Fig. 1: run 1, clock network drawn from the DEF
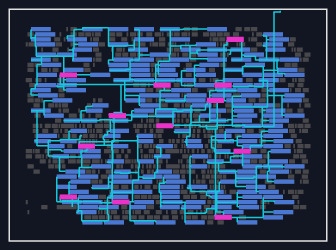
Fig. 2: run 1, supply network
Scale bar: 50 um. Pins as bars on the die edge.
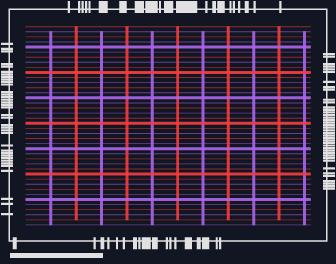
Fig. 3: run 1, clock wiring as the flow saved it
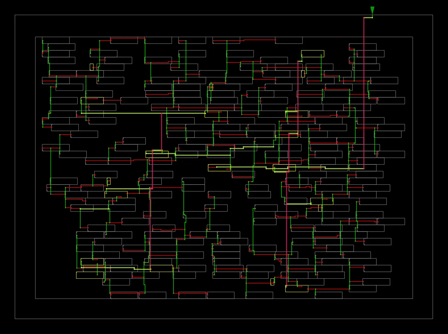
Design fetch_unit_flat, sky130hd; sources not shown.
==> job_summary.md, run 1 <==
### Flow metrics

| Metric | Value |
|---|---|
| Final TNS setup | `0 ps` |
| Gpl congestion | `between 0.8 and 0.9` |
| Area share of the largest cell type after synthesis | `0.591` |
| Fin crit period | `5320 ps` |
| Remaining DRCs | `0` |
| CP cell instances | `buf_2 > nor2_1 > and4_1 > clkinv_1 > nor2_2 > buf_4` |
| Initial Utilization | `0.577` |
| Worst-path maximum fanout | `~57` |
| Flops after synth | `around 230` |
| Placed Cells | `about 1k` |
| Synth warn | `0` |
| CP Capture Type | `flip-flop` |
| Max FFs per register | `roughly 120` |
| Synth top cell by count | `edfxtp_1` |
| Hold Worst Slack | `between 400 and 500 ps` |
| Pleak | `3.82 nW` |
| Max Freq | `roughly 190 MHz` |
| Share of cells above drive strength 1 | `0.0874` |
| Async SR Flop Fraction | `0.182` |
| Reg clk slew, reported paths | `110 ps` |
| Routed Antenna Nets | `0` |
| Post-DP Area | `around 11000 um^2` |
| Cell area leaders | `edfxtp_1 (59%), dfrtp_1 (11%), mux2i_1 (7.0%)` |
| Mapped Cells | `about 650` |
| Largest net degree at the start of global routing | `a little under 60` |
| Slew headroom | `0.262` |
| Die Area | `between 20000 and 25000 um^2` |
| Antenna violations before repair | `0` |
| Worst R2R Setup Slack | `approximately 4700 ps` |
| Worst stage delay on the critical path | `between 900 and 1000 ps` |
| Setup crit start kind | `input port` |
| Yosys stat cell total | `about 650` |
| And+or+nand+nor area frac | `0.100` |
| Vias per cell | `~5.7` |
| Mux area share | `0.106` |
| Log Warnings | `28` |
| Pre-CTS setup slack | `3660 ps` |
| Drt pass-1 iters | `5` |
| Count of input and output buffers | `161` |
| First-pass GRT wire length | `31900 um` |
| Kind of critical path | `input port to flip-flop` |
| Htree depth | `1` |
| Fillers | `around 1.1k` |
| Setup-failing EPs final | `0` |
| Worst path arrival time | `~5500 ps` |
| Unique cell types | `~59` |
| Adder-cell share of the synthesized area | `0.00749` |
| Final hold viol count | `0` |
| Row count | `39` |
| Total GRT Usage | `0.195` |
| Final instance area | `11600 um^2` |
| Maximum root-to-sink buffer count | `3` |
| CP Data Required Time | `about 9500 ps` |
| Xor+xnor area frac | `0.0112` |
| Vias in the first global route | `about 6k` |
| Post-CTS sizing | `0` |
| Synthesis area per yosys | `around 9400 um^2` |
| Reg2reg path depth | `7` |
| Mapped cell area | `9350 um^2` |
| Dominant cell type by area after synthesis | `edfxtp_1` |
| Ys flop type | `edfxtp_1` |
| DP Wirelength | `~14000 um` |
| Max cap viols | `0` |
| Final WS setup | `~4000 ps` |
| Total global routing overflow | `0` |
| Post-layout nets | `a little under 900` |
| Worst Hold Depth | `1` |
| Core Util, Final | `0.713` |
| Tightest Hold Check Type | `flip-flop to flip-flop` |
| Starting DRT DRC Count | `approximately 470` |
| Root buffer cell | `clkbuf_16` |
| Via count | `just under 6k` |
| Final period util | `0.569` |
| Comb area leader | `multiplexers` |
| Post-synth seq share | `0.700` |
| Slew at the pin closest to its max-slew limit | `around 1100 ps` |
| Outcome | `complete, no violations` |
| CTS tree | `built` |
| Post-layout instance count excluding filler cells | `approximately 1k` |
| Avg Cell Area, Syn | `14.5 um^2` |
| I/O Pins | `between 150 and 200` |
| Power, Total | `between 2 and 2.5 mW` |
| Yosys aoi share | `0.0516` |
| Crit-path slowest cell | `clkinv_1` |
| Count of flip-flops with a built-in enable after synthesis | `approximately 180` |
| Final WL | `approximately 21000 um` |
| N_diodes | `0` |
| Layout area overhead | `23.5%` |
| # Post-CTS Setup Buffers | `0` |
| Pwr dens | `193 nW/um^2` |
| Routed wire length per instance | `20.2 um` |
| Hold Buf Count CTS | `0` |
| RSZ-0062 raised after global routing | `false` |
| Most common library cells after synthesis | `edfxtp_1 (184), nor2_1 (85), mux2i_1 (65)` |
| Pins over their slew limit | `0` |
Notes on Fig. 1 above:
Blue stands for flip-flops, count 225. Cyan stands for clock wires, length 2310 um. Magenta stands for clock-net drivers, count 12.
Position of the flops: all over the die. There are 13 routed clock nets.
clk pwr: 576 uW
clock share of power: 0.258
skew final: 36.7 ps
Late-Pin Clk Latency: 480 ps

Notes on Fig. 2 above:
Purple stands for VSS. Red stands for VDD.
168 signal pins sit on the boundary. 40 met1 rails follow the rows. 7 straps on met5.
Die W: 169 um
VDD IR max: 0.110 mV
chip height: 123 um
Core Region: 16200 um^2

Notes on Fig. 3 above:
Seq cells: 225
Clock Sinks: 225
clkbuf count: 19
CTS Buf Count: 12

==> run 1: worst max-delay path: cells and delay by family <==
family	cells	cell delay (ps)
buffers and inverters	3	1810
and+or+nand+nor	3	1750
==> run 1: routing by layer <==
| layer | vias up | share of wire | wire [um] | track usage |
|---|---|---|---|---|
| met3 | 34 | 0.077 | 1590 | 0.0491 |
| met2 | 251 | 0.48 | 10000 | 0.328 |
| li1 | 2700 | - | - | - |
| met5 | - | 0 | 0 | 0 |
| met4 | 0 | 0.023 | 482 | 0.0601 |
| met1 | 2908 | 0.42 | 8620 | 0.248 |
==> run 1: power breakdown <==
| group | switching (mW) | internal [mW] | total (mW) |
|---|---|---|---|
| Sequential | 0.0689 | 1.19 | 1.26 |
| Combinational | 0.202 | 0.195 | 0.397 |
| Clock | 0.310 | 0.266 | 0.576 |
==> run 1: cells in the final DEF, fill, tap and decap left out, types with 2 or more instances in the layout <==
cell	count
nand4_4	2
clkbuf_16	13
xor2_1	5
nand2_1	40
xnor2_1	7
and3_1	2
and2_1	2
mux2i_1	65
nor3_1	2
nand4_1	14
clkinv_1	2
buf_4	8
nand3b_1	3
nor4_4	2
edfxtp_1	184
clkdlybuf4s50_1	160
ha_1	4
nor4_1	2
clkbuf_1	6
dfrtp_1	40
nor2b_1	5
o21ai_0	29
nand3_1	14
inv_1	10
nor2_4	3
nand2b_1	2
o311ai_0	11
mux2_2	30
conb_1	5
a221o_1	4
a21oi_1	5
nor2_1	81
a31oi_1	4
o211ai_1	5
and4_1	2
==> run 1: logic make-up after synthesis <==
kind of cell	count (synthesis)
AND-OR/OR-AND	71
XOR/XNOR	12
adder cells (fa/ha/maj)	5
buffers and inverters	48
flip-flops	225
multiplexers	95
other	2
AND/OR/NAND/NOR	187
==> run 1: area by class of cell <==
class	count	area, um^2	share of cell area
Clock buffer	19	348	0.0301
Inverter	12	45.0	0.00390
Clock inverter	1	30.0	0.00260
Timing Repair Buffer	169	1670	0.144
Sequential cell	225	6560	0.567
Tap cell	225	282	0.0244
Multi-Input combinational cell	375	2630	0.228
==> run 1 -> run 2 <==
CORE_UTILIZATION = 47   (was 57)
PLACE_DENSITY = 0.78   (was 0.89)
clock period = 4.29 ns   (was 9.35 ns; I/O delays follow)
Fig. 4: run 2, clock wiring as the flow saved it
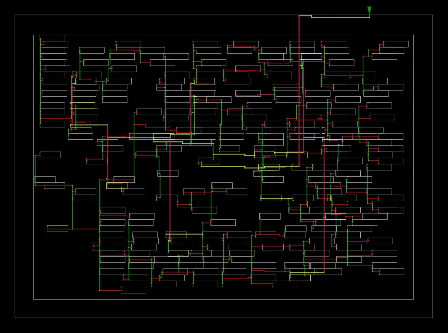
skew final: 34.5 ps
clk pwr: 1.25 mW

Fig. 5: run 2, cells colored by class
Fill, decap, tap and diode cells in gray.
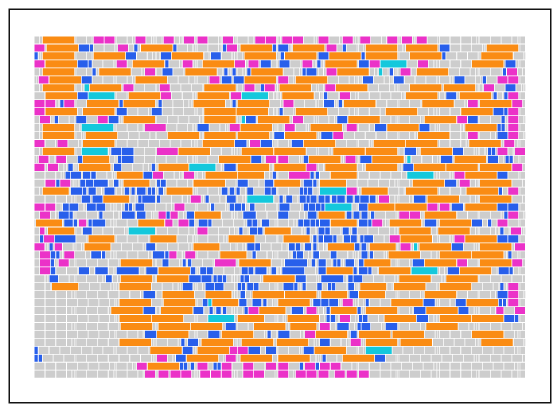
Magenta stands for remaining buffers and delay cells, cells 173, share of their area 15%. Blue stands for remaining logic cells, cells 387, share of their area 24%. Orange stands for registers, cells 225, share of their area 58%. Cyan stands for clock drivers and dummy loads, cells 20, share of their area 3.3%.
final instance area: 11700 um^2
Core Util, Final: 0.596

==> run 2 against run 1 <==
  * Synthesized area did not move
  * Global-route usage fell by 3.2 points
  * Clock-buffer cell count did not move
  * Total power rose by 120%
  * Synthesized cell count did not move
  * Clock skew fell by 2.2 ps
  * Sequential power rose by 120%
  * Core utilization fell by 12 points
  * Worst hold slack improved by 3.1 ps
  * Critical path type is now flip-flop to output port
  * Largest cell class unchanged
==> job_summary.md, run 2 <==
### Flow metrics

| Metric | Value |
|---|---|
| Outcome | `complete, no violations` |
| Setup crit start kind | `flip-flop` |
| Unique cell types | `59 (unchanged)` |
| Switching part of the total | `0.256 (-0.00428)` |
| Dominant logic cell type in the layout | `edfxtp_1` |
| Pre-CTS setup slack | `980 ps (-2680 ps)` |
| Slew at the pin closest to its max-slew limit | `1030 ps (-68.4 ps)` |
| Final WS setup | `660 ps (-3370 ps)` |
| Routed wire length per instance | `19.0 um (-5.9%)` |
| Met1 WL | `8940 um (+3.7%)` |
| Worst path arrival time | `2770 ps (-2700 ps)` |
| RSZ-0062 raised after global routing | `false` |
| Flops after synth | `225 (unchanged)` |
| Commonest cells after routing, fill and taps aside | `edfxtp_1 (184), clkdlybuf4s50_1 (160), nor2_1 (81), mux2i_1 (65)` |
| Post-synth seq share | `0.700 (unchanged)` |
| Largest net degree at the start of global routing | `50 (-14%)` |
| Final hold viol count | `0 (unchanged)` |
| Most common library cells after synthesis | `edfxtp_1 (184), nor2_1 (85), mux2i_1 (65)` |
| Final TNS setup | `0 ps (unchanged)` |
| Avg Cell Area, Syn | `14.5 um^2 (unchanged)` |
| Max FFs per register | `124 (unchanged)` |
| Cell area leaders | `edfxtp_1 (59%), dfrtp_1 (11%), mux2i_1 (7.0%)` |
| CTS Buf Count | `12 (unchanged)` |
| Row count | `43 (+10%)` |
| I/O Pins | `168 (unchanged)` |
| Post-layout instance count excluding filler cells | `1076 (+4.9%)` |
| Max Freq | `276 MHz` |
| Maximum root-to-sink buffer count | `3 (unchanged)` |
| Reg2reg path depth | `7 (unchanged)` |
| Hold Worst Slack | `484 ps (+3.10 ps)` |
| Clock share of power | `0.258 (about the same)` |
| CP Capture Type | `output port` |
| Count of input and output buffers | `161 (unchanged)` |
| Starting DRT DRC Count | `269 (-43%)` |
| Internal power | `3.60 mW (+120%)` |
| Worst R2R Setup Slack | `1160 ps (-3560 ps)` |
| # Post-CTS Setup Buffers | `0 (unchanged)` |
| Root buffer cell | `clkbuf_16` |
| Total global routing overflow | `0 (unchanged)` |
| Synth top cell by count | `edfxtp_1` |
| Final WL | `20400 um (-1.3%)` |
| Fillers | `1507 (+42%)` |
| Log Warnings | `29 (+3.6%)` |
| Mapped cell area | `9350 um^2 (unchanged)` |
| Tightest Hold Check Type | `flip-flop to flip-flop` |
| Reg clk slew, reported paths | `110 ps (about the same)` |
| Sequential Power Share | `0.564 (about the same)` |
| Synth warn | `0 (unchanged)` |
| Gate power share | `0.177 (about the same)` |
| Total GRT Usage | `0.162 (-0.0321)` |
| Worst-path maximum fanout | `38 (-33%)` |
| Kind of critical path | `flip-flop to output port` |
| Htree depth | `1 (unchanged)` |
| Pins over their slew limit | `0 (unchanged)` |
| Mapped Cells | `645 (unchanged)` |
| Placed Cells | `1055 (+4.9%)` |
| Net Switching | `1.24 mW (+110%)` |
| Chip height | `134 um (+8.8%)` |
| Gpl congestion | `0.757 (-8.2%)` |
| Pwr dens | `414 nW/um^2 (+110%)` |
| First-pass GRT wire length | `31600 um (-1.2%)` |
| Late-Pin Clk Latency | `480 ps (about the same)` |
| Pleak | `3.85 nW (+0.84%)` |
| Initial Utilization | `0.476 (-0.101)` |
| Final period util | `0.846` |
| Async SR Flop Fraction | `0.182 (unchanged)` |
| Core Region | `19600 um^2 (+21%)` |
==> run 2: cell types whose count changed in the layout (fill, tap and decap cells not counted), sizes merged <==
cell   delta
buf       +4
diode     +1
==> run 2: stage by stage <==
| step | util | cell area, um^2 | power (mW) |
|---|---|---|---|
| 2_1_floorplan | - | 9360 | 3.27 |
| 3_3_place_gp | 0.576 | 11300 | 3.63 |
| 3_5_place_dp | 0.576 | 11300 | 3.65 |
| 4_1_cts | 0.596 | 11700 | 4.90 |
| 5_1_grt | 0.596 | 11700 | 5.06 |
| 6_report | 0.596 | 11700 | 4.84 |
==> run 2: kinds of logic after synthesis <==
family                     synth area share
DFF                                   0.700
buffers and inverters                0.0223
adders and majority gates           0.00749
and+or+nand+nor                       0.100
other                              0.000803
muxes                                 0.106
xor gates and xnor gates             0.0112
AOI/OAI and AO/OA                    0.0516
==> run 2: layout make-up <==
cell class,instances,area [um^2],share of cell area
inverters,12,45.0,0.00385
clock inverters,1,30.0,0.00257
clock buffers,19,349,0.0298
flip-flops and latches,225,6560,0.560
repair buffers,173,1750,0.149
well taps,270,338,0.0289
diodes,1,2.50,0.000214
multi-input cells,375,2630,0.225
==> run 2: power by group through the flow <==
stage	logic (mW)	clock network, mW	registers (mW)
after floorplan	0.515	0	2.75
after global placement	0.853	0	2.77
after detailed placement	0.869	0	2.78
after CTS	0.876	1.29	2.74
after global routing	0.945	1.36	2.76
final	0.860	1.25	2.73
==> run 2: worst max-delay path, stage by stage (launching register included) <==
cell,delay (ps)
dfrtp_1,520
nor2_4,840
buf_4,340
nor2_1,70
clkdlybuf4s50_1,480
==> run 2: metal layers <==
layer / vias to the layer above / GRT usage
li1: 2711 / -
met1: 2741 / 0.217
met2: 156 / 0.264
met3: 27 / 0.0438
met4: 10 / 0.0317
met5: - / 0
Power and IR drop assume default switching activity.
